File: config.mk
export PLATFORM = sky130hd
export DESIGN_NAME = mux2_arbiter_flat
export DESIGN_NICKNAME = d
export VERILOG_FILES = /design/src/rtl/mux2_arbiter_pkg.sv /design/src/rtl/mux2_arbiter_if.sv /design/src/rtl/mux2_arbiter_hold_counter.sv /design/src/rtl/mux2_arbiter.sv /design/src/flat_wrapper.sv
export SDC_FILE = /design/constraint.sdc
export NUM_CORES = 1
export LEC_CHECK = 0
export CAP_MARGIN = 10
export CELL_PAD_IN_SITES_DETAIL_PLACEMENT = 0
export CELL_PAD_IN_SITES_GLOBAL_PLACEMENT = 1
export CORE_MARGIN = 8
export CORE_UTILIZATION = 28
export DETAILED_ROUTE_END_ITERATION = 10
export HOLD_SLACK_MARGIN = 0.06
export PLACE_DENSITY_LB_ADDON = 0.1
export SYNTH_ARGS = -nofsm -noshare
export SYNTH_HDL_FRONTEND = slang
export SYNTH_HIERARCHICAL = 1
export SYNTH_SLANG_ARGS = --single-unit
File: constraint.sdc
create_clock -name clk -period 1.7 [get_ports clk]
set_input_delay 0.34 -clock clk [delete_from_list [all_inputs] [get_ports clk]]
set_output_delay 0.34 -clock clk [all_outputs]
set_load 0.02 [all_outputs]
File: src/rtl/mux2_arbiter_pkg.sv
// Shared types and defaults for the two-requester round-robin mux arbiter.
// The optional grant timeout is enabled by defining ARB_TIMEOUT_EN (off by default).
package mux2_arbiter_pkg;

  localparam int unsigned DATA_WIDTH_DEF = 8;
  localparam int unsigned MAX_HOLD_DEF   = 8;

  typedef enum logic [1:0] {
    IDLE = 2'b00,
    GNT0 = 2'b01,
    GNT1 = 2'b10
  } arb_state_e;

  // Hold counter must be able to represent MAX_HOLD itself.
  function automatic int unsigned hold_cnt_width(input int unsigned max_hold);
    return (max_hold < 2) ? 1 : $clog2(max_hold + 1);
  endfunction

endpackage

File: src/rtl/mux2_arbiter_if.sv
// Request/data/grant bundle between two producers, the arbiter and the sink.
interface mux2_arbiter_if #(
  parameter int unsigned DATA_WIDTH = 8
) ();

  logic                  req0;
  logic                  req1;
  logic [DATA_WIDTH-1:0] din0;
  logic [DATA_WIDTH-1:0] din1;
  logic                  gnt0;
  logic                  gnt1;
  logic                  sel;
  logic [DATA_WIDTH-1:0] dout;
  logic                  dvalid;

  // Producer/sink side drives requests and data, observes grants and output.
  modport master (
    output req0, req1, din0, din1,
    input  gnt0, gnt1, sel, dout, dvalid
  );

  // Arbiter side.
  modport slave (
    input  req0, req1, din0, din1,
    output gnt0, gnt1, sel, dout, dvalid
  );

endinterface

File: src/rtl/mux2_arbiter_hold_counter.sv
// Counts contended grant cycles; only instantiated when ARB_TIMEOUT_EN is defined.
module mux2_arbiter_hold_counter
  import mux2_arbiter_pkg::*;
#(
  parameter int unsigned MAX_HOLD = MAX_HOLD_DEF
) (
  input  logic clk,
  input  logic rst_n,
  input  logic clear_i,
  input  logic en_i,
  output logic tc_o
);

  localparam int unsigned CW = hold_cnt_width(MAX_HOLD);

  logic [CW-1:0] cnt_q;
  logic [CW-1:0] cnt_d;

  always_comb begin
    cnt_d = cnt_q;
    if (clear_i) begin
      cnt_d = '0;
    end else if (en_i) begin
      cnt_d = cnt_q + CW'(1);
    end
  end

  always_ff @(posedge clk or negedge rst_n) begin
    if (!rst_n) begin
      cnt_q <= '0;
    end else begin
      cnt_q <= cnt_d;
    end
  end

  // Terminal when the next enabled cycle brings the count up to MAX_HOLD.
  assign tc_o = en_i && (cnt_q == CW'(MAX_HOLD - 1));

endmodule

File: src/rtl/mux2_arbiter.sv
// Round-robin arbiter for two requesters sharing one registered 2:1 data mux,
// with a one-cycle break-before-make gap; ARB_TIMEOUT_EN adds a MAX_HOLD grant limit.
module mux2_arbiter
  import mux2_arbiter_pkg::*;
#(
  parameter int unsigned DATA_WIDTH = DATA_WIDTH_DEF,
  parameter int unsigned MAX_HOLD   = MAX_HOLD_DEF
) (
  input  logic           clk,
  input  logic           rst_n,
  mux2_arbiter_if.slave  bus
);

  arb_state_e            state_q;
  arb_state_e            state_d;
  logic                  last_q;
  logic                  last_d;
  logic                  gnt0_q;
  logic                  gnt0_d;
  logic                  gnt1_q;
  logic                  gnt1_d;
  logic                  sel_q;
  logic                  sel_d;
  logic [DATA_WIDTH-1:0] dout_q;
  logic [DATA_WIDTH-1:0] dout_d;
  logic                  dvalid_q;
  logic                  dvalid_d;
  logic [DATA_WIDTH-1:0] mux_c;
  logic                  contend_c;
  logic                  timeout_c;

  assign mux_c     = sel_q ? bus.din1 : bus.din0;
  assign contend_c = ((state_q == GNT0) && bus.req1) || ((state_q == GNT1) && bus.req0);

`ifdef ARB_TIMEOUT_EN
  mux2_arbiter_hold_counter #(
    .MAX_HOLD (MAX_HOLD)
  ) u_hold_counter (
    .clk     (clk),
    .rst_n   (rst_n),
    .clear_i (state_q == IDLE),
    .en_i    (contend_c),
    .tc_o    (timeout_c)
  );
`else
  logic unused_cfg;
  assign timeout_c  = 1'b0;
  assign unused_cfg = ^{32'(MAX_HOLD), contend_c};
`endif

  always_ff @(posedge clk or negedge rst_n) begin
    if (!rst_n) begin
      state_q  <= IDLE;
      last_q   <= 1'b1;
      gnt0_q   <= 1'b0;
      gnt1_q   <= 1'b0;
      sel_q    <= 1'b0;
      dout_q   <= '0;
      dvalid_q <= 1'b0;
    end else begin
      state_q  <= state_d;
      last_q   <= last_d;
      gnt0_q   <= gnt0_d;
      gnt1_q   <= gnt1_d;
      sel_q    <= sel_d;
      dout_q   <= dout_d;
      dvalid_q <= dvalid_d;
    end
  end

  // Grants are locked until release or timeout; every release passes through IDLE.
  always_comb begin
    state_d = state_q;
    last_d  = last_q;
    case (state_q)
      IDLE: begin
        if (bus.req0 && (!bus.req1 || last_q)) begin
          state_d = GNT0;
        end else if (bus.req1) begin
          state_d = GNT1;
        end
      end
      GNT0: begin
        if (!bus.req0 || timeout_c) begin
          state_d = IDLE;
          last_d  = 1'b0;
        end
      end
      GNT1: begin
        if (!bus.req1 || timeout_c) begin
          state_d = IDLE;
          last_d  = 1'b1;
        end
      end
      default: state_d = IDLE;
    endcase
  end

  // Select only moves when leaving IDLE, so it never changes under a live grant.
  always_comb begin
    gnt0_d   = (state_d == GNT0);
    gnt1_d   = (state_d == GNT1);
    sel_d    = sel_q;
    dout_d   = dout_q;
    dvalid_d = (state_q != IDLE);
    if ((state_q == IDLE) && (state_d == GNT0)) begin
      sel_d = 1'b0;
    end else if ((state_q == IDLE) && (state_d == GNT1)) begin
      sel_d = 1'b1;
    end
    if (state_q != IDLE) begin
      dout_d = mux_c;
    end
  end

  assign bus.gnt0   = gnt0_q;
  assign bus.gnt1   = gnt1_q;
  assign bus.sel    = sel_q;
  assign bus.dout   = dout_q;
  assign bus.dvalid = dvalid_q;

endmodule

File: src/flat_wrapper.sv
// flat-port wrapper written by rule: the top's interface ports become plain ports
module mux2_arbiter_flat import mux2_arbiter_pkg::*;
#(
  parameter int unsigned DATA_WIDTH = DATA_WIDTH_DEF,
  parameter int unsigned MAX_HOLD   = MAX_HOLD_DEF
)
  (clk, rst_n, bus_req0, bus_req1, bus_din0, bus_din1, bus_gnt0, bus_gnt1, bus_sel, bus_dout, bus_dvalid);
  mux2_arbiter_if #(.DATA_WIDTH(DATA_WIDTH)) bus_i ();
  input  logic clk;
  input  logic rst_n;
  input wire logic [$bits(bus_i.req0)-1:0] bus_req0;
  input wire logic [$bits(bus_i.req1)-1:0] bus_req1;
  input wire logic [$bits(bus_i.din0)-1:0] bus_din0;
  input wire logic [$bits(bus_i.din1)-1:0] bus_din1;
  output wire logic [$bits(bus_i.gnt0)-1:0] bus_gnt0;
  output wire logic [$bits(bus_i.gnt1)-1:0] bus_gnt1;
  output wire logic [$bits(bus_i.sel)-1:0] bus_sel;
  output wire logic [$bits(bus_i.dout)-1:0] bus_dout;
  output wire logic [$bits(bus_i.dvalid)-1:0] bus_dvalid;
  assign bus_i.req0 = bus_req0;
  assign bus_i.req1 = bus_req1;
  assign bus_i.din0 = bus_din0;
  assign bus_i.din1 = bus_din1;
  assign bus_gnt0 = bus_i.gnt0;
  assign bus_gnt1 = bus_i.gnt1;
  assign bus_sel = bus_i.sel;
  assign bus_dout = bus_i.dout;
  assign bus_dvalid = bus_i.dvalid;
  mux2_arbiter #(.DATA_WIDTH(DATA_WIDTH), .MAX_HOLD(MAX_HOLD)) u_core (.clk(clk), .rst_n(rst_n), .bus(bus_i));
endmodule
Figure 1. Selected gate families (run 1).
Scale: 8 px per um.
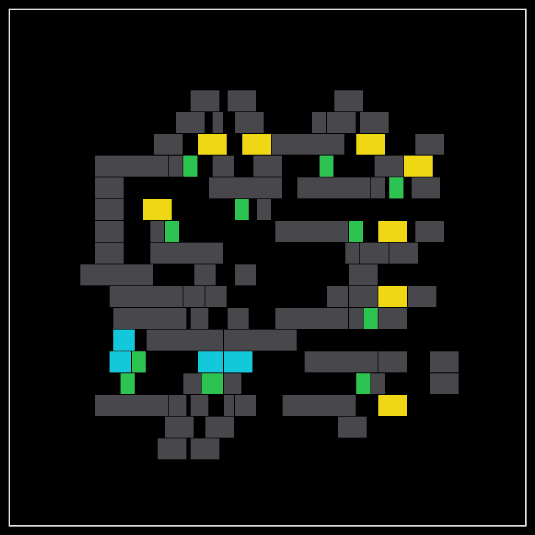
[multiplexers] yellow | cells: 8
[inverting AOI/OAI gates] green | cells: 11
[AND-OR and OR-AND gates] cyan | cells: 4
share of the final layout cell area in multi-input gates: 24.2%
number of standard cells in the layout, taps in and fillers out: 120
most common logic cell in the routed design: clkdlybuf4s50_1

Figure 2. Track usage over the die (run 1).
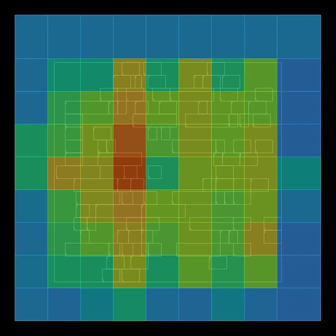
grt met3 use: 3.66%
Global Route met1 Usage: 9.98%
fraction of met2 tracks used by global routing: 13.2%
final core occ: 46.7%

==> impl_metrics.json, run 1 <==
{
  "routed-wl-met3_um": 149,
  "clock_sink_count": 15,
  "max_freq_mhz": 633,
  "drv.max_cap_violation_count": 0,
  "nonClockBufferCount": 35,
  "total_switching_power_uw": 576,
  "first_global_vias": 592,
  "topCombFamilyByArea": "AND-OR/OR-AND gates",
  "combGateArea_um2": 250,
  "reg2reg_slack_ps": 460,
  "sequential_cell_area_um2": 377,
  "clock_power_share_pct": 12.2,
  "rr_startpoint": "u_core/state_q[1]$_DFF_PN0_",
  "cp.arrival_ps": 1240,
  "cp-startpoint": "u_core/bus.dout[3]$_DFFE_PN0N_",
  "finalWeightedCongestion": 0.732,
  "buf_share_pct": 33.0,
  "postCtsSetupRepairBufs": 0,
  "hold_path_class": "in -> async",
  "timing.reg2reg.worst_path_depth": 2,
  "synthToLayoutAreaGrowth_pct": 57.4,
  "cell_internal_pwr_uw": 997,
  "die_h_um": 64.4,
  "period_used_pct": 93.0,
  "timing.hold.ws_ps": 315,
  "final_layout_size_suffix_gt1_share_pct": 8.70,
  "crit_cells": 1,
  "clk_path_buf_depth": 2,
  "sequential_cell_total": 15,
  "nFillCells": 230,
  "synthesized_netlist_cell_count": 57,
  "numPortBuffers": 31,
  "drc": 0,
  "post_synth_instance_area_um2": 656,
  "ys_sh_mux_pct": 12.2,
  "seq-cell-share_pct": 36.5,
  "xor_xnor_share_pct": 0,
  "tap_cells": 28,
  "static-leakage-power_uw": 0.000436,
  "post-place-cells": 116,
  "cts_tree": "built",
  "yosys.stat.chipArea_um2": 656,
  "antenna_found_initial": 0,
  "globalRoute.busiestLayer": "met2",
  "count_of_inverters_other_than_clock_inverters_in_the_layout": 1,
  "worst-path-max-fanout": 2,
  "finalSetupTns_ps": 0,
  "endpoint_kind": "output pin",
  "layout_multi_input_combinational_cell_count": 37,
  "run_status": "finished, final reports clean",
  "compound_area_share_pct": 13.9,
  "clk_share_pct": 2.55,
  "std_cell_rows": 17,
  "tightestPinTransition_ps": 378,
  "clk_transition_reported_paths_ps": 90,
  "fa_ha_area_share_pct": 0
}
Figure 3. Metal 1 (run 1).
Scale: 6 px per um. Supply wires on this layer in gray.
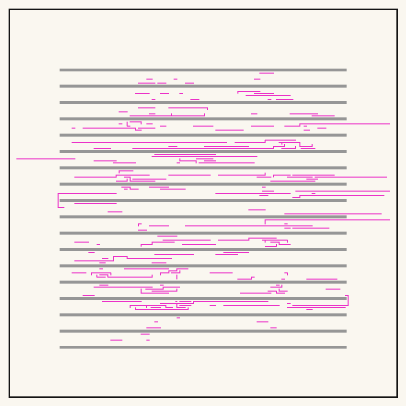
longest straight run: 25.8 um
wire length on this layer: 768 um
nets with wire on the layer: 95
share of all routed wire: 45%
detailed-route wire length: 1720 um
number of vias in the routed layout: 545

Figure 4. Layout detail (run 1).
Window x 17 to 47, y 30 to 60 um. Cells in gray, sequential cells in the stronger gray; small squares are vias.
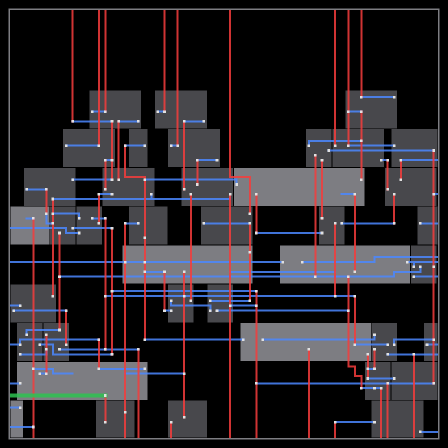
[met1] blue
[met3] green
[met2] red
netlist names of flops here include: u_core/bus.dout (5)
cells with their middle in the window: 35
sequential cells in the window: 5
most frequent: clkdlybuf4s50_1 (11), nor3_1 (6)

-- run 1: cells in the mapped netlist --
| cell | number | area (um2) |
|---|---|---|
| buf_2 | 2 | 10.0 |
| nand2b_1 | 2 | 12.5 |
| clkbuf_1 | 1 | 3.75 |
| dfstp_2 | 1 | 26.3 |
| nor3b_1 | 1 | 7.51 |
| dfrtp_1 | 14 | 350 |
| a21oi_1 | 10 | 50.1 |
| o32a_1 | 1 | 10.0 |
| or2_1 | 1 | 6.26 |
| buf_6 | 1 | 11.3 |
| a22o_1 | 1 | 8.76 |
| o21a_1 | 2 | 15.0 |
| nor3_1 | 8 | 40.0 |
| mux2i_1 | 8 | 80.1 |
| nor2b_1 | 2 | 12.5 |
| inv_1 | 1 | 3.75 |
| o21bai_1 | 1 | 7.51 |
-- run 1: cells in the final DEF, fill, tap and decap left out, drive strengths merged --
master,Yosys,layout
mux2i,8,8
nor3,8,8
inv,1,1
o32a,1,1
o21a,2,2
a21oi,10,10
a22o,1,1
buf,3,4
or2,1,1
nor3b,1,1
o21bai,1,1
dfrtp,14,14
clkdlybuf4s50,0,31
nor2b,2,2
nand2b,2,2
clkbuf,1,4
dfstp,1,1
-- run 1: state kept, by name, summed over array words and instances, names as in the netlist --
name               flops
u_core/bus.dout        8
u_core/bus.sel         1
u_core/bus.dvalid      1
u_core/bus.gnt1        1
u_core/last_q          1
u_core/state_q         2
u_core/bus.gnt0        1
-- run 1: power by group through the flow --
stage	Sequential (uW)	Clock [uW]	Combinational (uW)
detailed placement	588	0	814
global route	604	222	868
floorplan	742	0	285
CTS	582	207	816
finish	581	192	799
global placement	595	0	809
==> run 1 -> run 2 <==
Settings changed: SKIP_CTS_REPAIR_TIMING set to 1.
Figure 5. Layout detail (run 2).
Window x 17 to 47, y 30 to 60 um. Cells in gray, sequential cells in the stronger gray; small squares are vias.
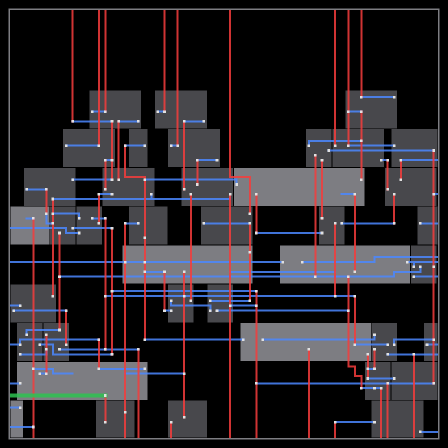
[met3] green
[met2] red
[met1] blue
cells with their middle in the window: 35
most frequent: clkdlybuf4s50_1 (11), nor3_1 (6)
netlist names of flops here include: u_core/bus.dout (5)
sequential cells in the window: 5

Figure 6. Selected gate families (run 2).
Scale: 8 px per um.
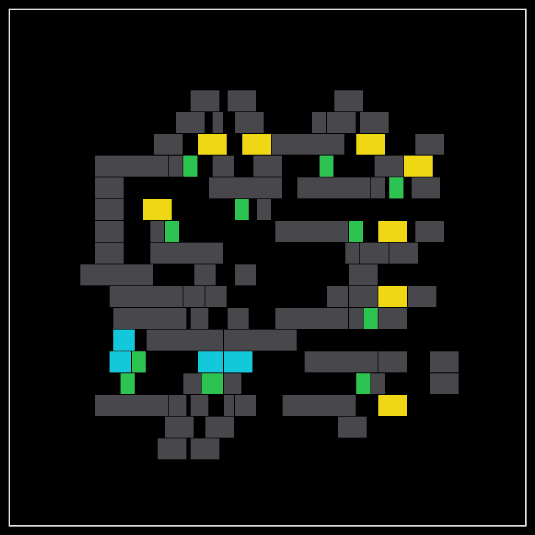
[AND-OR and OR-AND gates] cyan | cells: 4
[multiplexers] yellow | cells: 8
[inverting AOI/OAI gates] green | cells: 11

Figure 7. Wiring by layer (run 2).
Scale: 6 px per um. Two of the layers only.
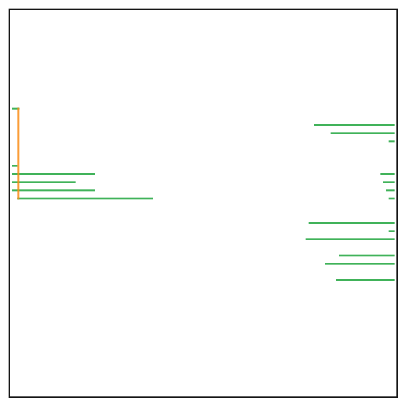
[met4] orange | wire length: 15.0 um
[met3] green | wire length: 150 um
routed wirelength normalized by instance count: 14.4 um
total routing resource utilization after global routing: 8.44%

==> run 2 against run 1 <==
Worst hold slack is the same. First-iteration DRC count unchanged. Synthesized cell count did not move. Non-clock buffer count unchanged. Power unchanged. Synthesized area did not move. Via count did not move. Routed wire length unchanged. Worst setup slack did not move. Sequential cell count did not move. Global-route usage unchanged. Clock skew is the same.
==> impl_metrics.json, run 2 <==
{
  "run_status": "finished, final reports clean",
  "largest_register_ffs": 8,
  "drc": 0,
  "enable_flop_cells": 0,
  "grt.met1_usage_pct": 9.98,
  "groute.layer.met3.usage_pct": 3.66,
  "clk_path_buf_depth": 2,
  "cts_tree": "built",
  "period_used_pct": 93.0,
  "final_layout_top_logic_cell": "clkdlybuf4s50_1",
  "numPortBuffers": 31,
  "first_global_vias": 592,
  "groute.layer.met2.usage_pct": 13.2,
  "hold_path_class": "in -> async",
  "post_synth_most_frequent_cells": "14 x dfrtp_1, 10 x a21oi_1, 8 x mux2i_1, 8 x nor3_1",
  "dominantRegCellSynth": "dfrtp_1",
  "drv.max_cap_violation_count": 0,
  "combGateArea_um2": 250,
  "post-synth-top-area-cell": "dfrtp_1",
  "cts_made_buffers": 3,
  "synthesized_netlist_cell_count": 57,
  "clock_sink_count": 15,
  "max-slew-margin-rel_pct": 74.8,
  "globalRoute.busiestLayer": "met2",
  "cp.arrival_ps": 1240,
  "total_switching_power_uw": 576,
  "synthDominantCellAreaShare_pct": 53.4,
  "proportion_of_synthesized_flip_flops_having_asynchronous_set_or_reset_pct": 100,
  "most-common-layout-cells": "31 x clkdlybuf4s50_1, 14 x dfrtp_1, 10 x a21oi_1, 8 x mux2i_1, 8 x nor3_1",
  "fin_util_pct": 46.7,
  "final_layout_size_suffix_gt1_share_pct": 8.70,
  "timing_hold_violations_final": 0,
  "post_synth_instance_area_um2": 656,
  "endpoint_kind": "output pin",
  "yosys.stat.chipArea_um2": 656,
  "routed-wl-met3_um": 149,
  "worst-path-max-fanout": 2,
  "static-leakage-power_uw": 0.000436,
  "reg2reg_slack_ps": 460,
  "std_cell_rows": 17,
  "via_count": 545,
  "detail_route.iter0.violations": 0,
  "cell_internal_pwr_uw": 997,
  "finalWeightedCongestion": 0.732,
  "clk_transition_reported_paths_ps": 90,
  "tightestPinTransition_ps": 378,
  "synthMostInstantiatedCell": "dfrtp_1",
  "antenna_found_initial": 0,
  "top_cells_by_area": "dfrtp_1 53%, mux2i_1 12%, a21oi_1 7.6%",
  "synthToLayoutAreaGrowth_pct": 57.4,
  "sequential_cell_area_um2": 377,
  "die_h_um": 64.4,
  "max_freq_mhz": 633
}
==> run 2: cell counts after synthesis <==
No cell type changed its count.
==> run 2: power by group through the flow <==
stage                     Combinational [uW]  Clock, uW  Sequential, uW
after floorplan                          285          0             742
after global placement                   809          0             595
after detailed placement                 814          0             588
after CTS                                816        207             582
after global routing                     868        222             604
final                                    799        192             581
==> run 2: path summary, 6_finish.rpt <==
path	startpoint	to	depth (start not counted)
setup / recovery	u_core/bus.dout[3]$_DFFE_PN0N_	bus_dout[3]	1
hold / removal	rst_n	u_core/bus.dout[2]$_DFFE_PN0N_	1
setup reg to reg	u_core/state_q[1]$_DFF_PN0_	u_core/bus.sel$_DFFE_PN0P_	2
hold reg to reg	u_core/bus.dout[1]$_DFFE_PN0N_	u_core/bus.dout[1]$_DFFE_PN0N_	2
max in group asynchronous	rst_n	u_core/bus.gnt1$_DFF_PN0_	2
min in group clk	u_core/bus.dout[1]$_DFFE_PN0N_	u_core/bus.dout[1]$_DFFE_PN0N_	2
==> run 2: cell families (layout without fill, tap and decap cells) <==
family                 after synthesis  count (layout)  share of synthesized area [%]
AND-OR/OR-AND                       15              15                           13.9
AND/OR/NAND/NOR                     14              14                           12.0
multiplexers                         8               8                           12.2
flip-flops                          15              15                           57.4
buffers and inverters                5              40                           4.39
==> run 2: area by class of cell <==
type                    instances  share of cell area, %
clock buffers                   4                   2.55
inverters                       1                  0.364
multi-input cells              37                   24.2
flip-flops and latches         15                   36.5
well taps                      28                   3.39
repair buffers                 35                   33.0
==> run 2: metrics by stage <==
| step | std cells | hold WS, ps |
|---|---|---|
| CTS | 120 | 316 |
| detailed placement | 116 | 526 |
| floorplan | 57 | 44.4 |
| global placement | 116 | 516 |
| finish | 120 | 315 |
| global route | 120 | 320 |
==> run 2 -> run 3 <==
Settings changed: HOLD_SLACK_MARGIN 0.06 to 0.05.
Figure 8. Layout detail (run 3).
Window x 17 to 47, y 30 to 60 um. Cells in gray, sequential cells in the stronger gray; small squares are vias.
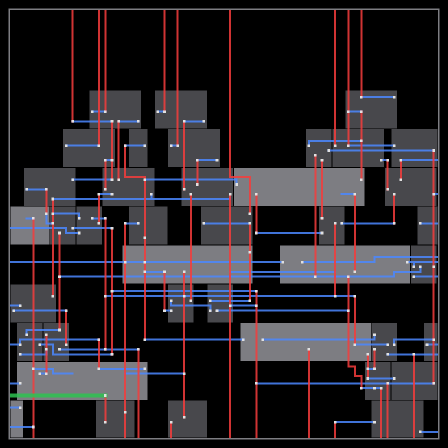
[met1] blue
[met2] red
[met3] green
most frequent: clkdlybuf4s50_1 (11), nor3_1 (6)
sequential cells in the window: 5
cells with their middle in the window: 35
netlist names of flops here include: u_core/bus.dout (5)

Figure 9. Metal 1 (run 3).
Scale: 6 px per um. Supply wires on this layer in gray.
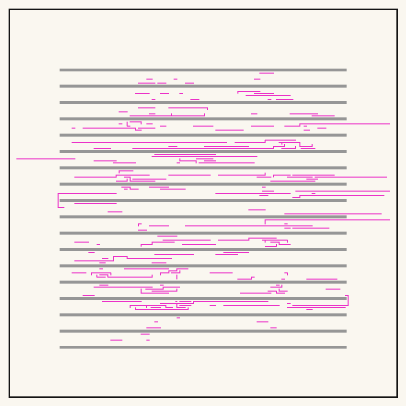
nets with wire on the layer: 95
main direction: horizontal
longest straight run: 25.8 um
share of all routed wire: 45%

==> run 3 against run 2 <==
Clock-buffer cell count unchanged. Critical path depth unchanged. Die area unchanged. Worst setup slack unchanged. First-iteration DRC count unchanged. Synthesized cell count unchanged. Sequential share of layout area unchanged. Largest power group unchanged. Sequential cell count unchanged.
==> impl_metrics.json, run 3 <==
{
  "sequential_cell_area_um2": 377,
  "layout_multi_input_combinational_cell_count": 37,
  "dominantRegCellSynth": "dfrtp_1",
  "timing.critical_path.cells": "clkdlybuf4s50_1",
  "drc": 0,
  "routedWlPerCell_um": 14.4,
  "cts_made_buffers": 3,
  "synthesized_netlist_cell_count": 57,
  "detail_route.iter0.violations": 0,
  "clk_share_pct": 2.55,
  "fin_util_pct": 46.7,
  "timing_hold_violations_final": 0,
  "enable_flop_cells": 0,
  "most-common-layout-cells": "31 x clkdlybuf4s50_1, 14 x dfrtp_1, 10 x a21oi_1, 8 x mux2i_1, 8 x nor3_1",
  "synthToLayoutAreaGrowth_pct": 57.4,
  "count_of_inverters_other_than_clock_inverters_in_the_layout": 1,
  "top_cells_by_area": "dfrtp_1 53%, mux2i_1 12%, a21oi_1 7.6%",
  "run_status": "finished, final reports clean",
  "critical_path.top_delay_family": "buffers and inverters",
  "yosys.stat.chipArea_um2": 656,
  "tap_cells": 28,
  "static-leakage-power_uw": 0.000436,
  "endpoint_kind": "output pin",
  "combGateArea_um2": 250,
  "clk_path_buf_depth": 2,
  "synthDominantCellAreaShare_pct": 53.4,
  "dominant_cells": "registers",
  "routed-wl-met3_um": 149,
  "drv.max_cap_violation_count": 0,
  "floorplan.initialDensity_pct": 29.6,
  "die_h_um": 64.4,
  "period_used_pct": 93.0,
  "place_hpwl_um": 1290,
  "first_global_vias": 592,
  "antenna_found_initial": 0,
  "area.share.combinational_pct": 24.2,
  "post_synth_most_frequent_cells": "14 x dfrtp_1, 10 x a21oi_1, 8 x mux2i_1, 8 x nor3_1",
  "clock_buffers": 4,
  "globalRouteTotalUtil_pct": 8.44,
  "seq-cell-share_pct": 36.5,
  "clock_sink_count": 15,
  "max-slew-margin-rel_pct": 74.8,
  "cts_tree": "built",
  "finalSetupTns_ps": 0,
  "tightestPinTransition_ps": 378,
  "post_synth_instance_area_um2": 656,
  "final_layout_size_suffix_gt1_share_pct": 8.70,
  "post-synth-top-area-cell": "dfrtp_1",
  "max_freq_mhz": 633,
  "numPortBuffers": 31,
  "std_cell_rows": 17,
  "clk_transition_reported_paths_ps": 90,
  "timing.hold.ws_ps": 315,
  "buf_share_pct": 33.0,
  "nonClockBufferCount": 35,
  "sequential_cell_total": 15,
  "htree_num_levels": 1,
  "final_layout_top_logic_cell": "clkdlybuf4s50_1",
  "cts_root_buffer": "clkbuf_4",
  "proportion_of_synthesized_flip_flops_having_asynchronous_set_or_reset_pct": 100,
  "die_area_mm2": 0.00415,
  "synthMostInstantiatedCell": "dfrtp_1",
  "largest_register_ffs": 8,
  "route.antenna.remaining_nets": 0,
  "detailed_route_wire_length_um": 1720,
  "cp.arrival_ps": 1240,
  "cellPowerDensity_mw_per_mm2": 1520,
  "grt.overflow.total": 0,
  "nFillCells": 230,
  "worst-path-max-fanout": 2,
  "finalWeightedCongestion": 0.732,
  "hold_path_class": "in -> async",
  "via_count": 545
}
Figure 10. Track usage over the die (run 3).
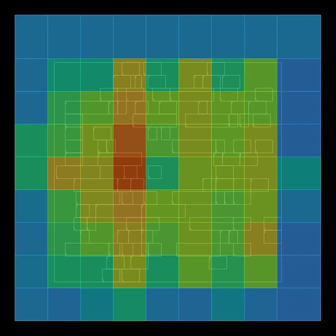
grt peak-use layer: met2

## run 3: worst paths after layout
| check | start | end | slack [ps] | cells after the start |
|---|---|---|---|---|
| setup / recovery | u_core/bus.dout[3]$_DFFE_PN0N_ | bus_dout[3] | 120 | 1 |
| hold / removal | rst_n | u_core/bus.dout[2]$_DFFE_PN0N_ | 310 | 1 |
| setup reg to reg | u_core/state_q[1]$_DFF_PN0_ | u_core/bus.sel$_DFFE_PN0P_ | 460 | 2 |
| hold reg to reg | u_core/bus.dout[1]$_DFFE_PN0N_ | u_core/bus.dout[1]$_DFFE_PN0N_ | 540 | 2 |
| max in group asynchronous | rst_n | u_core/bus.gnt1$_DFF_PN0_ | 950 | 2 |
| min in group clk | u_core/bus.dout[1]$_DFFE_PN0N_ | u_core/bus.dout[1]$_DFFE_PN0N_ | 540 | 2 |
## run 3: power by group
| group | switching, uW | internal, uW |
|---|---|---|
| clock | 102 | 90.7 |
| combinational | 398 | 401 |
| sequential | 75.7 | 506 |
## run 3: logic make-up after synthesis
kind of cell    after synthesis  share of synthesized area [%]
simple gates                 14                           12.0
compound gates               15                           13.9
flops                        15                           57.4
mux                           8                           12.2
buf+inv                       5                           4.39
## run 3: layer usage
layer	up-vias	track usage, %
met2	18	13.2
met1	252	9.98
met5	-	0
met4	0	3.27
met3	2	3.66
li1	273	-
## run 3: stage by stage
step	cells	area [um2]	setup slack, ps
5_1_grt	120	1030	51.9
3_3_place_gp	116	1010	373
2_1_floorplan	57	656	544
3_5_place_dp	116	1010	368
6_report	120	1030	119
4_1_cts	120	1030	93.8
No activity file was given, so power comes from the tool's default toggle rates.
